--- config.mk ---
export PLATFORM = sky130hd
export DESIGN_NAME = prog_clk_divider_flat
export DESIGN_NICKNAME = d
export VERILOG_FILES = /design/src/rtl/prog_clk_divider_pkg.sv /design/src/rtl/prog_clk_divider_if.sv /design/src/rtl/clk_div_channel.sv /design/src/rtl/prog_clk_divider.sv /design/src/flat_wrapper.sv
export SDC_FILE = /design/constraint.sdc
export NUM_CORES = 1
export LEC_CHECK = 0
export ABC_AREA = 1
export CAP_MARGIN = 5
export CORE_MARGIN = 2
export CORE_UTILIZATION = 45
export DETAILED_ROUTE_END_ITERATION = 8
export PLACE_DENSITY = 0.67
export SYNTH_ARGS = -nofsm -noshare
export SYNTH_HDL_FRONTEND = slang
export SYNTH_SLANG_ARGS = --single-unit
--- constraint.sdc ---
create_clock -name clk_input -period 3.7 [get_ports clk_input]
set_clock_uncertainty 0.2 [all_clocks]
set_input_delay 0.74 -clock clk_input [delete_from_list [all_inputs] [get_ports clk_input]]
set_output_delay 0.74 -clock clk_input [all_outputs]
set_load 0.01 [all_outputs]
--- src/rtl/prog_clk_divider_pkg.sv ---
// Shared constants and helpers for the programmable multi-channel clock divider.
package prog_clk_divider_pkg;

   localparam int unsigned CNT_W_DEF       = 24;
   localparam int unsigned DEFAULT_DIV_DEF = 2499999;

   typedef enum logic {
      MODE_TOGGLE = 1'b0,
      MODE_PULSE  = 1'b1
   } mode_e;

   // Channel-index width; a single channel still needs one select bit.
   function automatic int unsigned ch_idx_w(input int unsigned n);
      return (n > 1) ? $clog2(n) : 1;
   endfunction

endpackage

--- src/rtl/prog_clk_divider_if.sv ---
// Configuration write channel: valid/ready handshake carrying channel index, divide value and mode.
interface prog_clk_divider_if
   import prog_clk_divider_pkg::*;
#(
   parameter int unsigned NUM_CH = 4,
   parameter int unsigned CNT_W  = CNT_W_DEF
);
   localparam int unsigned CH_W = ch_idx_w(NUM_CH);

   logic             cfg_valid;
   logic             cfg_ready;
   logic [CH_W-1:0]  cfg_ch;
   logic [CNT_W-1:0] cfg_div;
   logic             cfg_mode;

   modport master (output cfg_valid, output cfg_ch, output cfg_div, output cfg_mode, input cfg_ready);
   modport slave  (input cfg_valid, input cfg_ch, input cfg_div, input cfg_mode, output cfg_ready);

endinterface

--- src/rtl/clk_div_channel.sv ---
// One divider channel: free-running counter, terminal-count tick, toggle/pulse output,
// and a shadow config that only takes effect at a period boundary.
module clk_div_channel
   import prog_clk_divider_pkg::*;
#(
   parameter int unsigned      CNT_W       = CNT_W_DEF,
   parameter logic [CNT_W-1:0] DEFAULT_DIV = CNT_W'(DEFAULT_DIV_DEF)
) (
   input  logic             clk_input,
   input  logic             reset,
   input  logic             en,
   input  logic             sync_restart,
   input  logic             wr,
   input  logic [CNT_W-1:0] wr_div,
   input  logic             wr_mode,
   output logic             pend,
   output logic             clk_out,
   output logic             tick
);

   logic [CNT_W-1:0] cnt;
   logic [CNT_W-1:0] div_a;
   logic [CNT_W-1:0] div_s;
   logic             mode_a;
   logic             mode_s;
   logic             tc_c;
   logic             apply_c;

   // Shadow config moves to active only where a period begins afresh.
   always_comb begin
      tc_c    = en && (cnt == div_a);
      apply_c = pend && (sync_restart || !en || tc_c);
   end

   always_ff @(posedge clk_input) begin
      if (reset) begin
         cnt     <= '0;
         clk_out <= 1'b0;
         tick    <= 1'b0;
         pend    <= 1'b0;
         div_a   <= DEFAULT_DIV;
         div_s   <= DEFAULT_DIV;
         mode_a  <= 1'(MODE_TOGGLE);
         mode_s  <= 1'(MODE_TOGGLE);
      end else begin
         if (sync_restart || !en) begin
            cnt     <= '0;
            clk_out <= 1'b0;
            tick    <= 1'b0;
         end else if (tc_c) begin
            cnt  <= '0;
            tick <= 1'b1;
            // A mode switch restarts the output waveform from low.
            if (apply_c && (mode_s != mode_a))
               clk_out <= 1'b0;
            else if (mode_a == 1'(MODE_PULSE))
               clk_out <= 1'b1;
            else
               clk_out <= ~clk_out;
         end else begin
            cnt  <= cnt + CNT_W'(1);
            tick <= 1'b0;
            if (mode_a == 1'(MODE_PULSE))
               clk_out <= 1'b0;
         end

         // wr is only possible while pend is clear, so it never collides with apply.
         if (apply_c) begin
            div_a  <= div_s;
            mode_a <= mode_s;
            pend   <= 1'b0;
         end else if (wr) begin
            div_s  <= wr_div;
            mode_s <= wr_mode;
            pend   <= 1'b1;
         end
      end
   end

endmodule

--- src/rtl/prog_clk_divider.sv ---
// Multi-channel programmable clock divider: channel array plus config decode and ready mux.
module prog_clk_divider
   import prog_clk_divider_pkg::*;
#(
   parameter int unsigned NUM_CH      = 4,
   parameter int unsigned CNT_W       = CNT_W_DEF,
   parameter int unsigned DEFAULT_DIV = DEFAULT_DIV_DEF
) (
   input  logic              clk_input,
   input  logic              reset,
   input  logic [NUM_CH-1:0] ch_en,
   input  logic              sync_restart,
   prog_clk_divider_if.slave cfg,
   output logic [NUM_CH-1:0] clk_out,
   output logic [NUM_CH-1:0] tick
);

   localparam int unsigned CH_W  = ch_idx_w(NUM_CH);
   localparam int unsigned PAD_W = 1 << CH_W;

   logic [NUM_CH-1:0] pend;
   logic [NUM_CH-1:0] wr;
   logic [PAD_W-1:0]  pend_pad;
   logic              in_range;

   // Out-of-range indices are always ready and their writes go nowhere.
   always_comb begin
      pend_pad      = PAD_W'(pend);
      in_range      = (32'(cfg.cfg_ch) < NUM_CH);
      cfg.cfg_ready = in_range ? ~pend_pad[cfg.cfg_ch] : 1'b1;
      for (int i = 0; i < NUM_CH; i++)
         wr[i] = cfg.cfg_valid && cfg.cfg_ready && !reset && (cfg.cfg_ch == CH_W'(i));
   end

   for (genvar g = 0; g < NUM_CH; g++) begin : g_ch
      clk_div_channel #(
         .CNT_W       (CNT_W),
         .DEFAULT_DIV (CNT_W'(DEFAULT_DIV))
      ) u_ch (
         .clk_input    (clk_input),
         .reset        (reset),
         .en           (ch_en[g]),
         .sync_restart (sync_restart),
         .wr           (wr[g]),
         .wr_div       (cfg.cfg_div),
         .wr_mode      (cfg.cfg_mode),
         .pend         (pend[g]),
         .clk_out      (clk_out[g]),
         .tick         (tick[g])
      );
   end

endmodule
--- src/flat_wrapper.sv ---
// flat-port wrapper written by rule: the top's interface ports become plain ports
module prog_clk_divider_flat import prog_clk_divider_pkg::*;
#(
   parameter int unsigned NUM_CH      = 4,
   parameter int unsigned CNT_W       = CNT_W_DEF,
   parameter int unsigned DEFAULT_DIV = DEFAULT_DIV_DEF
)
  (clk_input, reset, ch_en, sync_restart, clk_out, tick, cfg_cfg_valid, cfg_cfg_ch, cfg_cfg_div, cfg_cfg_mode, cfg_cfg_ready);
  prog_clk_divider_if #(.NUM_CH(NUM_CH), .CNT_W(CNT_W)) cfg_i ();
  input  logic clk_input;
  input  logic reset;
  input  logic [NUM_CH-1:0] ch_en;
  input  logic sync_restart;
  output logic [NUM_CH-1:0] clk_out;
  output logic [NUM_CH-1:0] tick;
  input wire logic [$bits(cfg_i.cfg_valid)-1:0] cfg_cfg_valid;
  input wire logic [$bits(cfg_i.cfg_ch)-1:0] cfg_cfg_ch;
  input wire logic [$bits(cfg_i.cfg_div)-1:0] cfg_cfg_div;
  input wire logic [$bits(cfg_i.cfg_mode)-1:0] cfg_cfg_mode;
  output wire logic [$bits(cfg_i.cfg_ready)-1:0] cfg_cfg_ready;
  assign cfg_i.cfg_valid = cfg_cfg_valid;
  assign cfg_i.cfg_ch = cfg_cfg_ch;
  assign cfg_i.cfg_div = cfg_cfg_div;
  assign cfg_i.cfg_mode = cfg_cfg_mode;
  assign cfg_cfg_ready = cfg_i.cfg_ready;
  prog_clk_divider #(.NUM_CH(NUM_CH), .CNT_W(CNT_W), .DEFAULT_DIV(DEFAULT_DIV)) u_core (.clk_input(clk_input), .reset(reset), .ch_en(ch_en), .sync_restart(sync_restart), .cfg(cfg_i), .clk_out(clk_out), .tick(tick));
endmodule
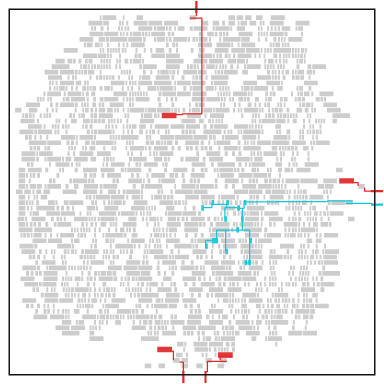
*Nets reached from selected ports, run 1*
(2 px per um)
reset: drawn in cyan, bits 1, direction input, edge right, end cells 14, wire 173 um. tick: drawn in red, bits 4, direction output, edge 2 bottom, 1 top, 1 right, end cells 4, wire 117 um.
IO buf count: 43
io pins: 44

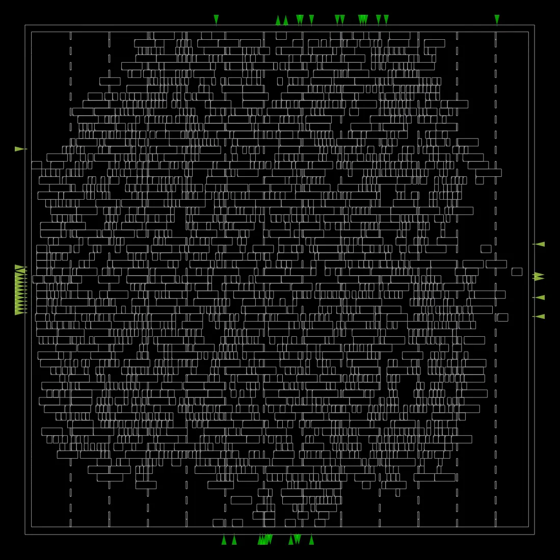
*Cell placement, run 1*
final core utilization: 50.8%
flop count: 308
row count: 65

==> job_summary.md, run 1 <==
### Yosys + OpenROAD results

| Metric | Value |
|---|---|
| Status | completed |
| Core ar. | 31,400 um^2 |
| Vias per cell | 4.91 |
| Met2 WL | 15,000 um |
| DR DRC count | 0 |
| Leading power group | sequential cells |
| CTS Sinks | 308 |
| Filler instances | 3,117 |
| Post-Synthesis Net Count | 2,086 |
| Slew headroom | 53.6% |
| Late-Pin Clk Latency | 0.52 ns |
| M1 WL | 16,300 um |
| Critical path destination | cfg_cfg_ready |
| CP max stage cell | clkdlybuf4s50_1 |
| Chip Width | 182 um |
| Worst-Margin Slew | 0.694 ns |
| Syn avg cell area | 6.97 um^2 |
| Post-synthesis cell area | 14,300 um^2 |
| Power share of the clock group | 46.0% |
| Largest regs | u_core.g_ch.u_ch.cnt (96), u_core.g_ch.u_ch.div_a (96), u_core.g_ch.u_ch.div_s (96) |
| GRT met2 Usage | 33.6% |
| Post-CTS Hold Buffers | 0 |
| Inverter count | 313 |
| Vert. Die Dim | 182 um |
| Overall Global Routing Usage | 20.7% |
| Min Hold Slack | 0.261 ns |
| Routed wire length | 34,000 um |
| CP required | 2.76 ns |
| Worst-path cell chain | clkdlybuf4s50_1 > nor2_1 > nand2_1 > o21ai_1 > a221oi_4 > clkdlybuf4s50_1 |
| Clock Tree Buf Depth | 3 |
| RSZ-0062 raised after global routing | no |
| Combinational Gates | 1,345 |
| Post-synth EDFFs | 0 |
| GPL Wtd Cong | 0.896 |
| FFs w/ async S/R, synth | 0% |
| P_comb | 0.000379 W |
| Area leader share | 43.2% |
| Final worst slack | 0.310 ns |
| Core Util at FP | 45.4% |
| Diode count | 0 |
| Top area cell types | dfxtp_1, nand2_1, nor2_1, inv_1, nand3_1 |
| Seq power | 0.00346 W |
| Layout Nets | 2,099 |
| Critical path endpoint category | output port |
| Place WS | 0.320 ns |
| CTS tree | built |
| Top sig layer | met4 |
| Post-route cell area | 15,900 um^2 |
| Routing usage on met3 | 3.29% |
| Setup TNS Final | 0 ns |
| ClkCell Share | 6.81% |
| Ys flops | 308 |
| Fmax | 295 MHz |
| HP Class | reg -> reg |
| Clk slew on worst S/H paths | 0.06 ns |
| Count of non-CTS buffers in the layout | 58 |
| Post-synth seq share | 43.2% |
| Worst Setup Start Kind | input pin |
| Initial DRC Count | 993 |
| Critical path class | in -> out |
| Unique cell types | 38 |
| Initial antenna violation count | 0 |
| Dominant kind of cell | logic gates |
| Grt ovf | 0 |
| Reg2reg path depth | 12 |
| Crit share post-route | 91.6% |
| Worst hold path startpoint | u_core.g_ch[2].u_ch.div_s[2] |
| Total Power | 0.00710 W |
| Mapped Cells | 2,047 |
| Vias in the first global route | 11,100 |
| Total tool warning count | 26 |
| Antenna Nets Post-Route | 0 |
| Max Cap Viol | 0 |
| CP arrival | 2.45 ns |
| Max incr delay on CP | 0.61 ns |
| Chip area in the Yosys report | 14,300 um^2 |
| Clock root buffer | clkbuf_16 |
| CLK BUF | 50 |
| VDD IR-drop max | 0.316 mV |
| Sequential cell area share | 38.7% |
| Cells on Worst Hold Path | 2 |
| Metal3 WL | 1710 um |
| Top cells by count | nand2_1, nor2_1, dfxtp_1, inv_1, nand3_1 |
| Share of power burned in combinational logic | 5.3% |
| Die area | 33,100 um^2 |
| Flop pwr share | 48.7% |
| Hold EP | u_core.g_ch[2].u_ch.div_a[2] |
| H-tree levels | 2 |
| Most Frequent Cell on Critical Path | clkdlybuf4s50_1 |
| P_clk | 0.00327 W |
| Worst setup path startpoint | cfg_cfg_ch[0] |
| Reg-to-Reg Start | u_core.g_ch[2].u_ch.cnt[0] |
| Layout Cells excl Fill | 2,487 |
| Avg WL per Cell | 13.7 um |
| Final setup vio count | 0 |
| Vias | 12,200 |
| Worst reg2reg setup slack | 1.32 ns |
| GRT busiest layer | met2 |
| Slew Limit Fails | 0 |
| Pint | 0.00546 W |
| Leakage | 6.79 nW |
| # Cells Yosys | 2,047 |
| Cells after DPL | 2,426 |
| Setup Buffers After CTS | 0 |
| CP Max Fanout | 5 |
| Flop area | 6170 um^2 |
| Area Growth Syn to Fin | 11.8% |
| Minimum clock period | 3.39 ns |
| Hold Vio Cnt, Final | 0 |
| Primary FF master, synth | dfxtp_1 |
| Met1 usage | 28.2% |
| DRT Pass-1 Iters | 5 |
| Detailed Place HPWL | 23,700 um |
| Yosys top cell by instances | nand2_1 |
| Placed Area | 14,900 um^2 |
| Power per cell area | 446 nW/um^2 |
| Share of layout cells above drive strength 1 | 8.39% |
| Largest net degree at the start of global routing | 61 |
| Post_cts resized | 0 |
| Synth warn | 0 |
| Tapcells | 402 |
| Non-Clock Buffer Area Fraction | 3.56% |
| Sw Share | 23.2% |
| Comb area share | 40.4% |
| First-pass GRT wire length | 55,600 um |
| Switching pwr | 0.00165 W |
| Combinational Area | 6430 um^2 |
| Area leader, netlist | dfxtp_1 |
| Reg-to-Reg End | u_core.g_ch[2].u_ch.div_a[9] |
| Num CTS Buffers | 34 |
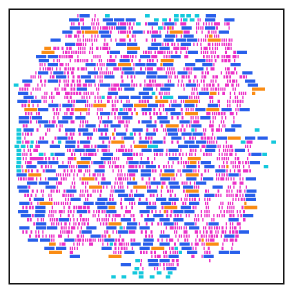
*Placed cells, one color a class, run 1*
(1.5 px per um)
all other logic: drawn in magenta, cells 1,658, share of their area 49%. other buffers and delay cells: drawn in cyan, cells 58, share of their area 3.7%. flops: drawn in blue, cells 308, share of their area 40%. clock drivers and dummy loads: drawn in orange, cells 61, share of their area 7.0%.

-- run 1: worst max-delay path, delay by kind of cell --
kind	cells	cell delay, ns
buf+inv	2	1.13
compound gates	2	0.42
simple gates	2	0.15
-- run 1: cell families after synthesis --
group | after synthesis | synth area share, %
buffers and inverters | 394 | 11.6
flip-flops | 308 | 43.2
AND-OR/OR-AND | 246 | 10.7
AND/OR/NAND/NOR | 1049 | 31.2
adder cells (fa/ha/maj) | 4 | 0.351
XOR/XNOR | 46 | 2.83
-- run 1: placed cells by master, fill, tap and decap left out, types with 42 or more instances in the layout --
master	count
nand3_1	144
o21ai_0	102
a21oi_1	43
o21ai_1	59
xor2_1	42
inv_1	279
dfxtp_1	308
nor2_1	314
nand2_1	472
clkdlybuf4s50_1	43
### Where the registers sit, run 1

(1.5 px per um) Other sequential cells in the stronger gray, the rest of the logic in the fainter gray.
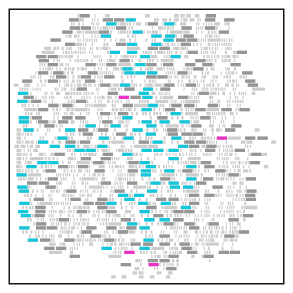

==> run 1 -> run 2 <==
CTS_BUF_LIST = sky130_fd_sc_hd__clkbuf_4 sky130_fd_sc_hd__clkbuf_8   (was unset)
MAX_ROUTING_LAYER = met4   (was unset)
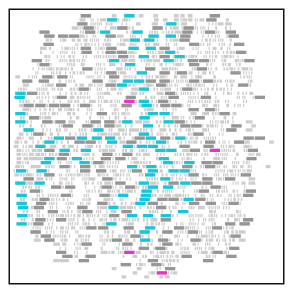
*Where the registers sit, run 2*
(1.5 px per um) Other sequential cells in the stronger gray, the rest of the logic in the fainter gray.
u_core.g_ch.u_ch.clk_out: drawn in magenta, flops 4. u_core.g_ch.u_ch.div_s: drawn in cyan, flops 96.
Another 208 sequential cells are not colored.

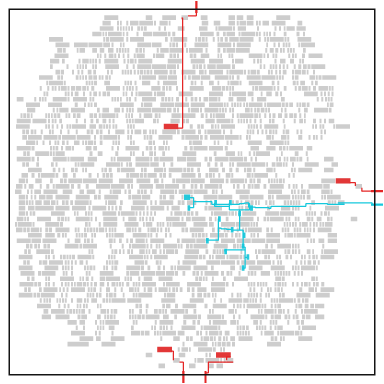
*Nets reached from selected ports, run 2*
(2 px per um)
reset: drawn in cyan, bits 1, direction input, edge right, end cells 14, wire 213 um. tick: drawn in red, bits 4, direction output, edge 2 bottom, 1 top, 1 right, end cells 4, wire 112 um.

==> job_summary.md, run 2 <==
### Yosys + OpenROAD results

| Metric | Value |
|---|---|
| Worst-path cell chain | clkdlybuf4s50_1 > nor2_1 > nand2_1 > o21ai_1 > a221oi_4 > clkdlybuf4s50_1 (unchanged) |
| Most Frequent Cell on Critical Path | clkdlybuf4s50_1 (unchanged) |
| Post-route cell area | 16,000 um^2 (was 15,900 um^2) |
| Critical path class | in -> out (unchanged) |
| Leading power group | sequential cells (unchanged) |
| First-pass GRT wire length | 55,700 um (was 55,600 um) |
| Initial DRC Count | 706 (was 993) |
| Worst reg2reg setup slack | 1.29 ns (was 1.32 ns) |
| CP top delay family | buffers and inverters (unchanged) |
| Synth Area in Compound Gates | 10.7% (unchanged) |
| Mapped Cells | 2,047 (unchanged) |
| Non-Clock Buffer Area Fraction | 3.75% (was 3.56%) |
| Grt ovf | 0 (unchanged) |
| Hold EP | u_core.g_ch[2].u_ch.div_a[21] (was u_core.g_ch[2].u_ch.div_a[2]) |
| GRT met2 Usage | 33.3% (was 33.6%) |
| CLK BUF | 81 (was 50) |
| Placed Area | 14,900 um^2 (about the same) |
| Tapcells | 402 (unchanged) |
| Vias in the first global route | 11,100 (about the same) |
| Fmax | 295 MHz (about the same) |
| Cells after DPL | 2,430 (was 2,426) |
| Worst Setup Start Kind | input pin (unchanged) |
| Final core utilization | 50.8% (about the same) |
| Hold Vio Cnt, Final | 0 (unchanged) |
| Pint | 0.00532 W (was 0.00546 W) |
| H-tree levels | 2 (unchanged) |
| Ys flops | 308 (unchanged) |
| Top area cell types | dfxtp_1, nand2_1, nor2_1, inv_1, nand3_1 (unchanged) |
| Adder share | 0.351% (unchanged) |
| Synth mux share | 0% (unchanged) |
| Cells on Worst Hold Path | 2 (unchanged) |
| Diode count | 0 (unchanged) |
| Synth warn | 0 (unchanged) |
| Flop area | 6170 um^2 (unchanged) |
| # Cells Yosys | 2,047 (unchanged) |
| CP Max Fanout | 5 (unchanged) |
| Clk slew on worst S/H paths | 0.06 ns (about the same) |
| Total Power | 0.00698 W (was 0.00710 W) |
| Yosys top cell by instances | nand2_1 (unchanged) |
| Filler instances | 3,120 (was 3,117) |
| Layout Nets | 2,120 (was 2,099) |
| Vias | 12,300 (was 12,200) |
| Clock root buffer | clkbuf_8 (was clkbuf_16) |
| FFs w/ async S/R, synth | 0% (unchanged) |
| Status | completed (unchanged) |
| Setup Buffers After CTS | 0 (unchanged) |
| Reg-to-Reg Start | u_core.g_ch[0].u_ch.cnt[7] (was u_core.g_ch[2].u_ch.cnt[0]) |
| Share of power burned in combinational logic | 5.5% (was 5.3%) |
| M1 WL | 16,500 um (was 16,300 um) |
| Die area | 33,100 um^2 (unchanged) |
| CP max stage cell | clkdlybuf4s50_1 (unchanged) |
| Share of layout cells above drive strength 1 | 10.3% (was 8.39%) |
| ClkCell Share | 6.78% (was 6.81%) |
| Core Util at FP | 45.4% (unchanged) |
| Seq power | 0.00346 W (about the same) |
| Area leader share | 43.2% (unchanged) |
| Largest net degree at the start of global routing | 97 (was 61) |
| CTS Sinks | 308 (unchanged) |
| Combinational Area | 6430 um^2 (unchanged) |
| IO buf count | 43 (unchanged) |
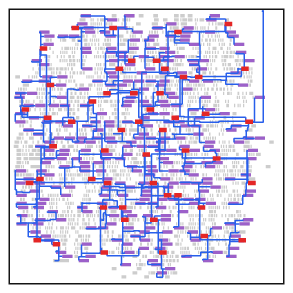
*Routed clock nets over the placement, run 2*
(1.5 px per um)
clock wires: drawn in blue, length 4,150 um. flip-flops: drawn in purple, count 308. cells driving clock nets: drawn in red, count 51.
Position of the flops: all over the die. There are 52 routed clock nets.
power share of the clock group: 45.0%
P_clk: 0.00314 W
Late-Pin Clk Latency: 0.58 ns

==> run 2: cell types whose count changed in the layout (fill, tap and decap cells not counted), sizes merged <==
cell / previous run / this run
clkbuf: 50 / 81
buf: 15 / 19
clkinvlp: 2 / 0
bufinv: 0 / 1
clkinv: 10 / 11
==> run 2: worst max-delay path by stage <==
stage,to
after floorplan,cfg_cfg_ready
after global placement,cfg_cfg_ready
after detailed placement,cfg_cfg_ready
after CTS,cfg_cfg_ready
after global routing,cfg_cfg_ready
final,cfg_cfg_ready
==> run 2: worst register-to-register path: stages (launching register included) <==
cell and delay (ns):
dfxtp_1 0.49, inv_2 0.10, nand2_1 0.07, nand2_1 0.04, nor2_1 0.13, nand2_1 0.08
nor2_2 0.17, nand3_2 0.13, nand3_1 0.56, buf_4 0.26, nor3_1 0.05
Power and IR drop assume default switching activity.
